File: src/rtl/ex_mem_stage_reg.sv
// EX/MEM pipeline register: captures the ALU result, derives registered
// zero/overflow/SLT flags, and keeps accepted-instruction and overflow counts.
module ex_mem_stage_reg #(
    parameter int N     = 64,
    parameter int RD_W  = 5,
    parameter int CNT_W = 32
) (
    input  logic             clk,
    input  logic             rst_n,
    input  logic             stall,
    input  logic             flush,
    input  logic             ex_valid,
    input  logic [N-1:0]     ex_alu_out,
    input  logic [3:0]       ex_operation,
    input  logic             ex_a_msb,
    input  logic             ex_b_msb,
    input  logic [N-1:0]     ex_store_data,
    input  logic [RD_W-1:0]  ex_rd,
    input  logic             ex_reg_write,
    input  logic             ex_mem_read,
    input  logic             ex_mem_write,
    input  logic             ex_branch,
    input  logic             clr_counters,
    output logic             mem_valid,
    output logic [N-1:0]     mem_result,
    output logic             mem_zero,
    output logic             mem_overflow,
    output logic [N-1:0]     mem_store_data,
    output logic [RD_W-1:0]  mem_rd,
    output logic             mem_reg_write,
    output logic             mem_mem_read,
    output logic             mem_mem_write,
    output logic             mem_branch_taken,
    output logic [CNT_W-1:0] insn_count,
    output logic [CNT_W-1:0] ovf_count
);

    localparam logic [3:0] OP_ADD = 4'b0010;
    localparam logic [3:0] OP_SUB = 4'b0110;
    localparam logic [3:0] OP_SLT = 4'b0111;

    logic             is_add;
    logic             is_sub;
    logic             r_msb;
    logic             ovf;
    logic             slt;
    logic             zero;
    logic [N-1:0]     result;
    logic             accept;

    logic             valid_q;
    logic [N-1:0]     result_q;
    logic             zero_q;
    logic             ovf_q;
    logic [N-1:0]     store_q;
    logic [RD_W-1:0]  rd_q;
    logic             rw_q;
    logic             mr_q;
    logic             mw_q;
    logic             bt_q;
    logic [CNT_W-1:0] insn_q;
    logic [CNT_W-1:0] insn_d;
    logic [CNT_W-1:0] ovfc_q;
    logic [CNT_W-1:0] ovfc_d;

    always_comb begin
        is_add = (ex_operation == OP_ADD);
        is_sub = (ex_operation == OP_SUB) || (ex_operation == OP_SLT);
        r_msb  = ex_alu_out[N-1];
        zero   = (ex_alu_out == '0);
        ovf    = 1'b0;
        unique case (1'b1)
            is_add:  ovf = (ex_a_msb == ex_b_msb) && (r_msb != ex_a_msb);
            is_sub:  ovf = (ex_a_msb != ex_b_msb) && (r_msb != ex_a_msb);
            default: ovf = 1'b0;
        endcase
        slt    = r_msb ^ ovf;
        result = ex_alu_out;
        if (ex_operation == OP_SLT) begin
            result = {{(N-1){1'b0}}, slt};
        end
    end

    assign accept = ex_valid && !stall && !flush;

    always_ff @(posedge clk or negedge rst_n) begin
        if (!rst_n) begin
            valid_q  <= 1'b0;
            result_q <= '0;
            zero_q   <= 1'b0;
            ovf_q    <= 1'b0;
            store_q  <= '0;
            rd_q     <= '0;
            rw_q     <= 1'b0;
            mr_q     <= 1'b0;
            mw_q     <= 1'b0;
            bt_q     <= 1'b0;
        end else if (flush) begin
            valid_q  <= 1'b0;
            result_q <= '0;
            zero_q   <= 1'b0;
            ovf_q    <= 1'b0;
            store_q  <= '0;
            rd_q     <= '0;
            rw_q     <= 1'b0;
            mr_q     <= 1'b0;
            mw_q     <= 1'b0;
            bt_q     <= 1'b0;
        end else if (!stall) begin
            valid_q  <= ex_valid;
            result_q <= result;
            zero_q   <= zero;
            ovf_q    <= ovf && ex_valid;
            store_q  <= ex_store_data;
            rd_q     <= ex_rd;
            rw_q     <= ex_reg_write && ex_valid;
            mr_q     <= ex_mem_read && ex_valid;
            mw_q     <= ex_mem_write && ex_valid;
            bt_q     <= ex_branch && zero && ex_valid;
        end
    end

    // insn_count wraps; ovf_count saturates at all-ones
    always_comb begin
        insn_d = insn_q;
        ovfc_d = ovfc_q;
        if (clr_counters) begin
            insn_d = '0;
            ovfc_d = '0;
        end else if (accept) begin
            insn_d = insn_q + CNT_W'(1);
            if (ovf && !(&ovfc_q)) begin
                ovfc_d = ovfc_q + CNT_W'(1);
            end
        end
    end

    always_ff @(posedge clk or negedge rst_n) begin
        if (!rst_n) begin
            insn_q <= '0;
            ovfc_q <= '0;
        end else begin
            insn_q <= insn_d;
            ovfc_q <= ovfc_d;
        end
    end

    assign mem_valid        = valid_q;
    assign mem_result       = result_q;
    assign mem_zero         = zero_q;
    assign mem_overflow     = ovf_q;
    assign mem_store_data   = store_q;
    assign mem_rd           = rd_q;
    assign mem_reg_write    = rw_q;
    assign mem_mem_read     = mr_q;
    assign mem_mem_write    = mw_q;
    assign mem_branch_taken = bt_q;
    assign insn_count       = insn_q;
    assign ovf_count        = ovfc_q;

endmodule

File: config.mk
export PLATFORM = sky130hd
export DESIGN_NAME = ex_mem_stage_reg
export DESIGN_NICKNAME = d
export VERILOG_FILES = /design/src/rtl/ex_mem_stage_reg.sv
export SDC_FILE = /design/constraint.sdc
export NUM_CORES = 1
export LEC_CHECK = 0
export CAP_MARGIN = 15
export CELL_PAD_IN_SITES_DETAIL_PLACEMENT = 2
export CELL_PAD_IN_SITES_GLOBAL_PLACEMENT = 2
export CORE_MARGIN = 2
export CORE_UTILIZATION = 28
export CTS_CLUSTER_SIZE = 24
export DETAILED_ROUTE_END_ITERATION = 12
export PLACE_DENSITY = 0.81
export REMOVE_ABC_BUFFERS = 1
export SYNTH_ARGS = -nofsm -noshare
export SYNTH_HDL_FRONTEND = slang
export SYNTH_SLANG_ARGS = --single-unit
File: constraint.sdc
create_clock -name clk -period 6.6 [get_ports clk]
set_input_delay 0.99 -clock clk [delete_from_list [all_inputs] [get_ports clk]]
set_output_delay 0.99 -clock clk [all_outputs]
set_load 0.005 [all_outputs]
Run 1, sizing map:
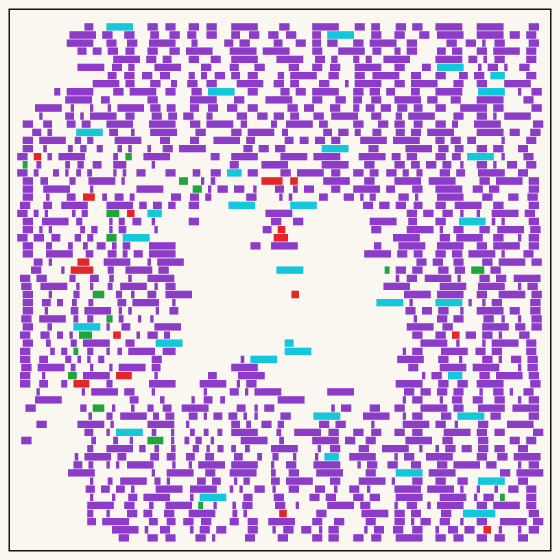
- cyan: _6 and larger (cells 32; most used clkbuf_16)
- red: _3 and _4 cells (cells 16; most used buf_4)
- purple: _0 and _1 cells (cells 1061; most used clkdlybuf4s50_1)
- green: _2 cells (cells 17)
post-route cell area: 13500 um^2
Synth-to-Final Area Change: 53.2%
PnR worst setup slack: 3050 ps

Run 1, routed metal, one colour a layer:
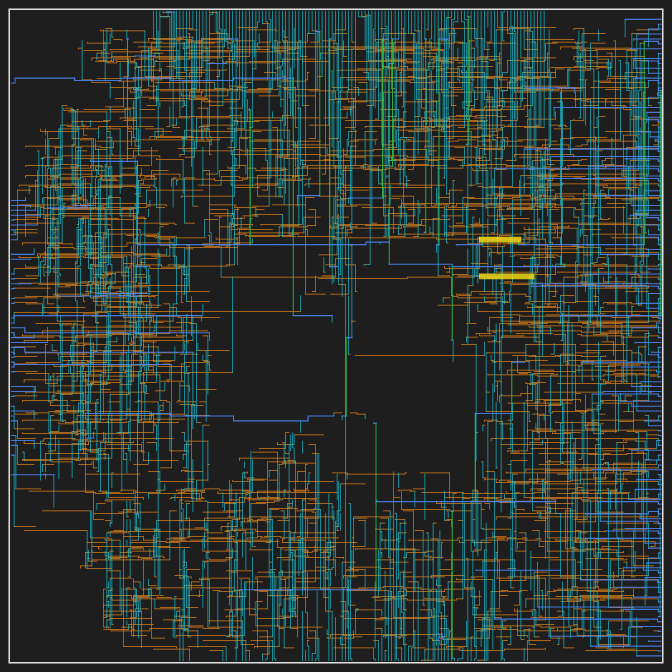
- cyan: metal 2 (wire length 17300 um)
- yellow: metal 5 (wire length 23.9 um)
- orange: metal 1 (wire length 14100 um)
- green: metal 4 (wire length 928 um)
- blue: metal 3 (wire length 2050 um)
WL per Instance: 22.6 um
total track usage: 20.8%

==> impl_metrics.py, run 1 <==
# Generated from Yosys and OpenROAD reports
metrics = {
    "setup_path": {
        "cp-end-kind": "flop",
        "r2r_slack_ps": 3760,
    },
    "run_status": {
        "outcome": "completed",
    },
    "global_routing": {
        "use_met3_pct": 4.68,
        "first_global_vias": 8510,
        "grt_remaining_overflow": 0,
        "grt_use_met1_pct": 25.7,
    },
    "detailed_routing": {
        "top_layer_used": "met5",
        "wl_met2_um": 17300,
        "drtPass1Iterations": 4,
        "met3WireLength_um": 2050,
    },
    "logic_synthesis": {
        "ys_cells": 771,
        "netlist_area_um2": 8780,
        "synth_area_leader_cell": "dfrtp_1",
        "synthCells": 771,
    },
    "clock_network": {
        "tritoncts": "yes",
        "clkTransAtPathRegs_ps": 60,
        "h-tree-depth": 1,
        "ctsResizeCount": 0,
        "hold_buffers": 0,
    },
    "placed_design": {
        "port_buffers": 352,
    },
    "min_path": {
        "hold_path_end": "mem_valid$_DFFE_PN0P_",
        "hold_start": "mem_valid$_DFFE_PN0P_",
    },
    "sta": {
        "min_period_ps": 3550,
        "slew_viol_final": 0,
        "clock_skew_ps": 13.2,
    },
    "power": {
        "power.density_nw_per_um2": 223,
    },
}
Run 1, cell placement:
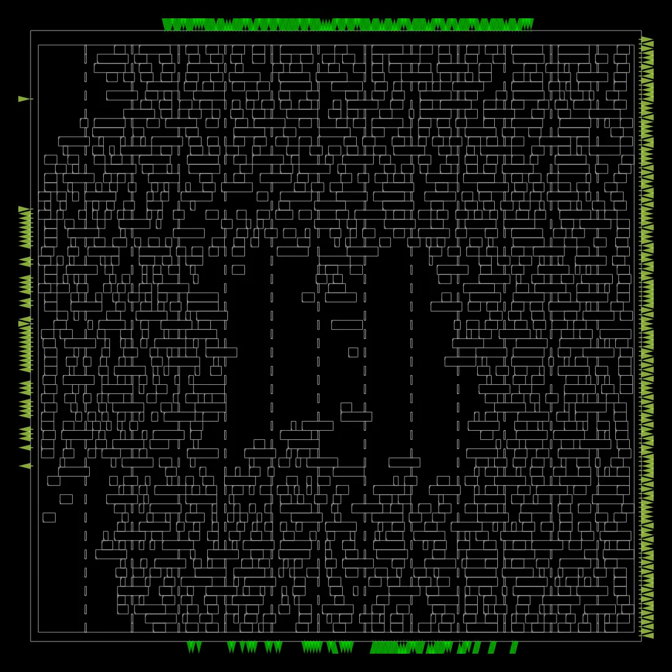
Placeable Area: 30700 um^2
sequential share of cell area: 37.9%

Run 1, cells coloured by class:
Fill, decap, tap and diode cells in grey.
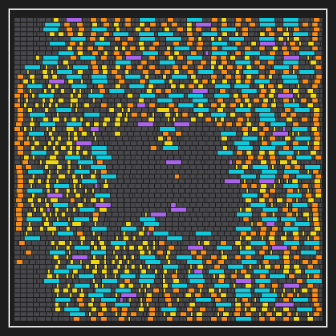
- yellow: combinational and other logic (cells 523; share of their area 27%)
- purple: clock drivers and dummy loads (cells 39; share of their area 5.8%)
- orange: other buffers and delay cells (cells 360; share of their area 28%)
- cyan: flops (cells 204; share of their area 39%)
row count: 64
fin util: 43.8%

-- run 1: flip-flops by register name (all words and copies together), names as in the netlist --
register and count:
insn_count 32, mem_branch_taken 1, mem_mem_read 1, mem_mem_write 1, mem_overflow 1, mem_rd 5
mem_reg_write 1, mem_result 64, mem_store_data 64, mem_valid 1, mem_zero 1, ovf_count 32
-- run 1: area by class of cell --
type / count / share of cell area [%]
Clock inverter: 5 / 0.400
Sequential cell: 204 / 37.9
Multi-Input combinational cell: 515 / 26.0
Tap cell: 396 / 3.68
Clock buffer: 34 / 5.20
Timing Repair Buffer: 360 / 26.6
Inverter: 8 / 0.223
Antenna cell: 1 / 0.0186
-- run 1: kinds of logic after synthesis --
kind of cell,after synthesis
xor+xnor,53
simple gates,297
buf+inv,52
fa+ha+maj,2
compound gates,85
mux,78
flops,204
-- run 1: worst max-delay path, stage by stage --
cell and delay, ps:
clkdlybuf4s50_1 450, nor3b_2 830, and4b_1 390, o21a_1 460, nand3_1 240, or4_1 450
a21oi_1 170
-- run 1: how the worst max path moves through the flow --
stage,slack [ps],start,depth (start not counted),endpoint
2_1_floorplan,1410,ex_operation[1],3,mem_result[10]$_DFFE_PN0P_
6_report,3050,ex_valid,7,ovf_count[23]$_DFFE_PN0P_
3_3_place_gp,2570,ex_valid,7,insn_count[27]$_DFFE_PN0P_
4_1_cts,3030,ex_valid,7,ovf_count[23]$_DFFE_PN0P_
5_1_grt,2870,ex_valid,7,ovf_count[23]$_DFFE_PN0P_
3_5_place_dp,2450,ex_valid,7,ovf_count[23]$_DFFE_PN0P_
-- run 1: where the power goes --
part           switching, uW  total [uW]  internal [uW]
logic                    157         362            204
clock network            538        1310            770
registers               28.6        1330           1300
Run 1, wires at chosen ports, followed through buffers:
Scale bar: 50 um.
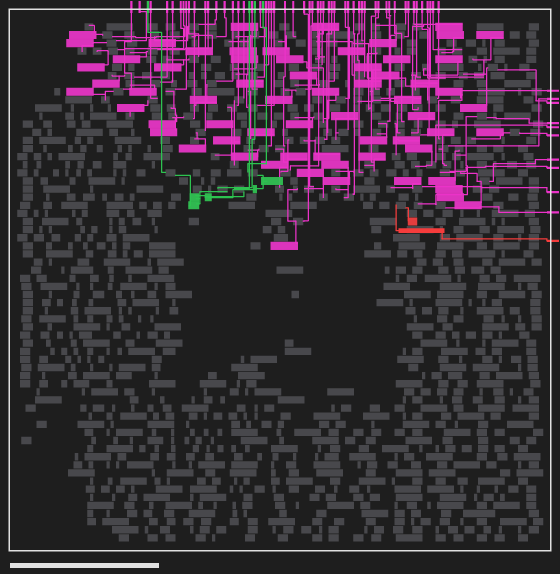

==> run 2: changes to the inputs <==
- CORE_UTILIZATION: 28 -> 26
- PLACE_DENSITY: 0.81 -> 0.76
- clock period: 6.6 -> 3.6 ns (I/O delays scaled with it)
Run 2, wires at chosen ports, followed through buffers:
Scale bar: 50 um.
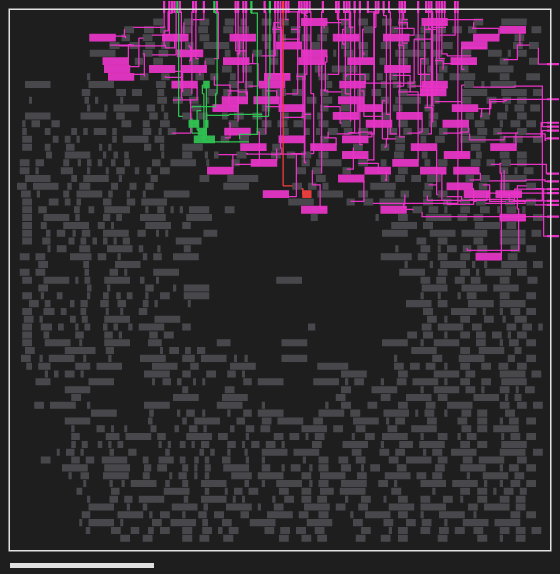
- green: ex_operation (bits 4; direction input; end cells 5; wire 276 um)
- magenta: mem_result (bits 64; direction output; end cells 64; wire 3010 um)
- red: ex_mem_read (bits 1; direction input; end cells 1; wire 66.4 um)
I/O Buffers: 352
# IOs: 353

==> impl_metrics.py, run 2 <==
# Generated from Yosys and OpenROAD reports
metrics = {
    "setup_path": {
        "path_depth": 7,
        "critPathMaxStageDelay_ps": 600,
        "crit_buf_inv": 0,
        "slowest_stage": "or4_4",
        "cp_cell_sequence": "ha_1 -> nand4_1 -> or4_4 -> nor4_4 -> nor2_2 -> nor3b_2 -> mux2_4",
    },
    "sta": {
        "min_period_ps": 2730,
        "slew_viol_final": 0,
        "clock_skew_ps": 13.6,
        "setup_ws_ps": 867,
    },
    "detailed_routing": {
        "drtPass1Iterations": 4,
        "via_per_inst": 4.76,
    },
    "clock_network": {
        "hold_buffers": 0,
        "ctsResizeCount": 0,
        "clkTransAtPathRegs_ps": 50,
        "h-tree-depth": 1,
    },
    "power": {
        "p_sw_share_pct": 22.6,
        "p_int_uw": 4630,
        "power.density_nw_per_um2": 433,
        "comb_power_share_pct": 11.2,
        "clkPwrFrac_pct": 48.1,
        "pwr-share-seq_pct": 40.7,
        "p_sw_uw": 1350,
        "vdd_drop_max_v": 0.000310,
    },
    "die": {
        "rows": 67,
    },
    "logic_synthesis": {
        "synth_area_leader_cell": "dfrtp_1",
        "ys_cells": 771,
        "netlist_area_um2": 8780,
        "ys_seq_share_pct": 58.1,
        "synthCells": 771,
    },
    "global_routing": {
        "grt_usage_pct": 19.1,
        "first_global_vias": 8506,
    },
    "run_status": {
        "outcome": "completed",
    },
    "cells_and_area": {
        "diodes": 0,
    },
}
Run 2, cells coloured by class:
Fill, decap, tap and diode cells in grey.
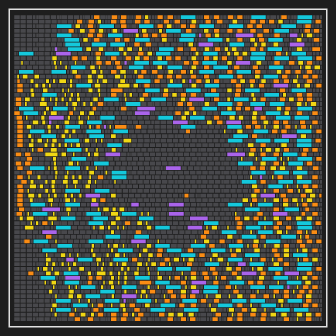
- orange: other buffers and delay cells (cells 366; share of their area 28%)
- cyan: flops (cells 204; share of their area 39%)
- purple: clock drivers and dummy loads (cells 48; share of their area 7.2%)
- yellow: combinational and other logic (cells 523; share of their area 27%)
sequential share of cell area: 37.0%
Placeable Area: 33400 um^2

-- run 2: logic make-up after synthesis --
kind of cell / count (synthesis)
compound gates: 85
xor+xnor: 53
fa+ha+maj: 2
buf+inv: 52
flops: 204
mux: 78
simple gates: 297
-- run 2: area by class of cell --
class                      count  share of cell area [%]
clock buffer                  40                    5.76
clock inverter                 8                    1.20
inverter                       8                   0.218
multi-input combinational    515                    25.3
sequential                   204                    37.0
tap                          448                    4.06
timing repair buffer         366                    26.5
-- run 2: worst max-delay path by stage --
stage,start,endpoint,slack [ps]
final,ovf_count[0]$_DFFE_PN0P_,ovf_count[31]$_DFFE_PN0P_,870
after global routing,ovf_count[0]$_DFFE_PN0P_,ovf_count[31]$_DFFE_PN0P_,660
after CTS,ovf_count[0]$_DFFE_PN0P_,ovf_count[31]$_DFFE_PN0P_,810
after detailed placement,ex_alu_out[63],ovf_count[31]$_DFFE_PN0P_,440
after global placement,ex_alu_out[63],ovf_count[31]$_DFFE_PN0P_,560
after floorplan,ex_operation[1],mem_result[10]$_DFFE_PN0P_,-1140
-- run 2: power by group through the flow --
stage | sequential [uW] | combinational (uW) | clock (uW)
finish | 2430 | 668 | 2880
CTS | 2430 | 682 | 2970
floorplan | 2470 | 139 | 0
global placement | 2470 | 660 | 0
detailed placement | 2470 | 675 | 0
global route | 2440 | 721 | 3060
-- run 2: routing by layer --
metal,up-vias,GRT usage (%),wire [um]
li1,3431,-,-
met1,3863,24.1,14500
met2,225,33.7,17200
met3,41,3.65,1620
met4,0,4.72,686
met5,-,0,0
-- run 2: worst register-to-register path, delay by kind of cell (launching register included) --
family / cells / cell delay (ps)
flip-flops: 1 / 430
adder cells (fa/ha/maj): 1 / 260
AND/OR/NAND/NOR: 5 / 1640
multiplexers: 1 / 290
Run 2, cell placement:
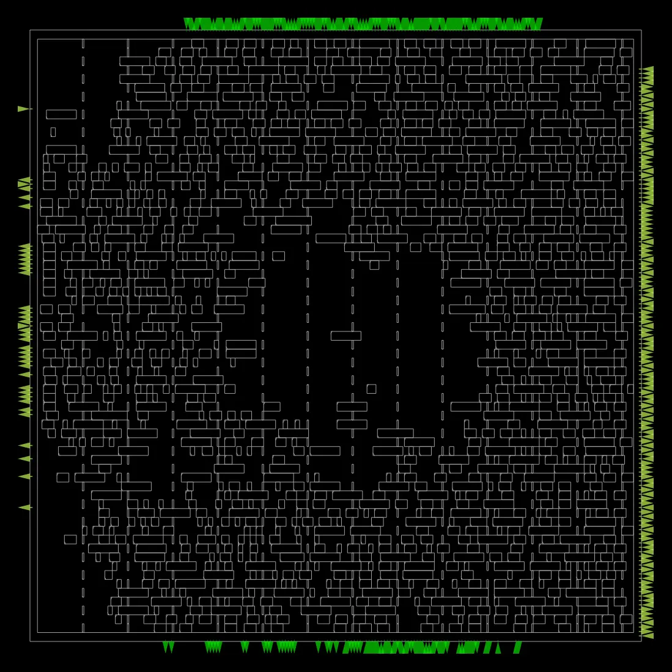

==> run 3: changes to the inputs <==
- clock period: 3.6 -> 2.7 ns (I/O delays scaled with it)
Run 3, cell placement:
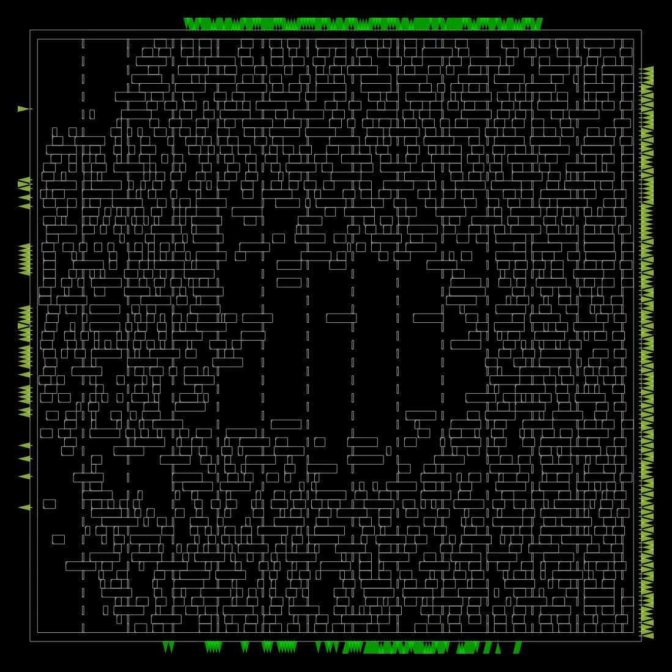
sequential share of cell area: 36.7%
n_taps: 448
non-filler cells in the finished layout: 1613
fillers: 3470
fin util: 41.7%

==> impl_metrics.py, run 3 <==
# Generated from Yosys and OpenROAD reports
metrics = {
    "run_status": {
        "outcome": "completed",
    },
    "clock_network": {
        "h-tree-depth": 1,
        "clkTransAtPathRegs_ps": 60,
        "hold_buffers": 1,
        "tritoncts": "yes",
    },
    "global_routing": {
        "use_met3_pct": 4.01,
        "grt_usage_pct": 19.8,
    },
    "detailed_routing": {
        "top_layer_used": "met4",
        "wl_met1_um": 14400,
        "routedWlPerCell_um": 21.8,
    },
    "sta": {
        "clock_skew_ps": 12.3,
    },
    "setup_path": {
        "crit_buf_inv": 1,
        "critPathMaxStageDelay_ps": 620,
        "r2r_slack_ps": 210,
        "slowest_stage": "or4_4",
    },
    "die": {
        "core_area_um2": 33400,
        "io-pin-count": 353,
    },
    "cells_and_area": {
        "area_growth_syn_to_layout_pct": 58.5,
    },
    "power": {
        "comb_power_share_pct": 11.8,
        "pwr-share-seq_pct": 42.2,
        "p_int_uw": 5870,
        "clkPwrFrac_pct": 46.0,
        "power.density_nw_per_um2": 553,
    },
    "logic_synthesis": {
        "ys_seq_share_pct": 58.1,
        "synth_area_leader_cell": "dfrtp_1",
        "ys_cells": 771,
        "netlist_area_um2": 8780,
    },
    "placed_design": {
        "port_buffers": 352,
    },
}
Run 3, wires at chosen ports, followed through buffers:
Scale bar: 50 um.
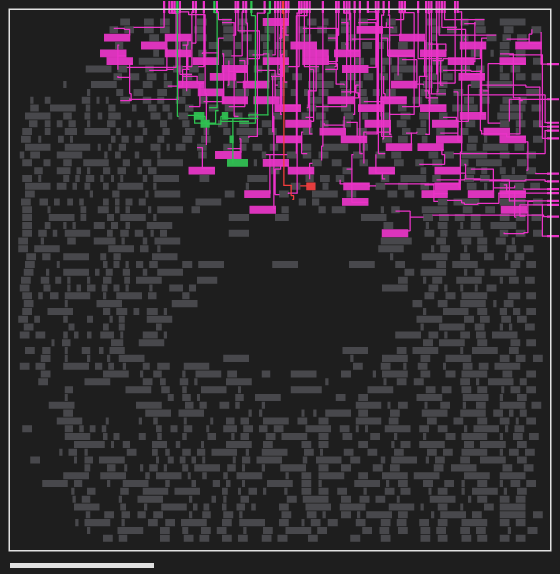
- magenta: mem_result (bits 64; direction output; end cells 64; wire 3260 um)
- red: ex_mem_read (bits 1; direction input; end cells 1; wire 71.9 um)
- green: ex_operation (bits 4; direction input; end cells 5; wire 234 um)

run 3: cell counts after synthesis:
Identical to the previous run, type by type.
run 3: cells by family (layout without fill, tap and decap cells):
group	after synthesis	after routing	synth area share [%]
flip-flops	204	204	58.1
AND/OR/NAND/NOR	297	297	17.1
XOR/XNOR	53	53	5.29
AND-OR/OR-AND	85	85	7.88
adder cells (fa/ha/maj)	2	2	0.285
buffers and inverters	52	444	2.34
other	0	2	0
multiplexers	78	78	9.03
run 3: power groups by stage:
stage,logic [uW],clock network (uW),registers [uW]
5_1_grt,983,3760,3260
4_1_cts,927,3670,3250
3_3_place_gp,893,0,3290
6_report,912,3540,3250
3_5_place_dp,917,0,3300
2_1_floorplan,185,0,3300
run 3: how the worst max path moves through the flow:
stage	from	endpoint	slack, ps	depth (start not counted)
2_1_floorplan	ex_operation[1]	mem_result[10]$_DFFE_PN0P_	-1910	3
3_3_place_gp	ex_b_msb	ovf_count[31]$_DFFE_PN0P_	-9	7
3_5_place_dp	ex_b_msb	ovf_count[31]$_DFFE_PN0P_	-70	7
4_1_cts	ovf_count[0]$_DFFE_PN0P_	ovf_count[5]$_DFFE_PN0P_	180	8
5_1_grt	ovf_count[0]$_DFFE_PN0P_	ovf_count[5]$_DFFE_PN0P_	70	8
6_report	ovf_count[13]$_DFFE_PN0P_	ovf_count[5]$_DFFE_PN0P_	210	7
run 3: layout make-up:
cell class | count | area, um^2
well taps | 448 | 561
fillers | 3470 | 19400
multi-input cells | 515 | 3490
diodes | 2 | 5.00
clock buffers | 35 | 733
clock inverters | 7 | 125
repair buffers | 394 | 3870
flip-flops and latches | 204 | 5100
inverters | 8 | 30.0
No activity file was given, so power comes from the tool's default toggle rates.
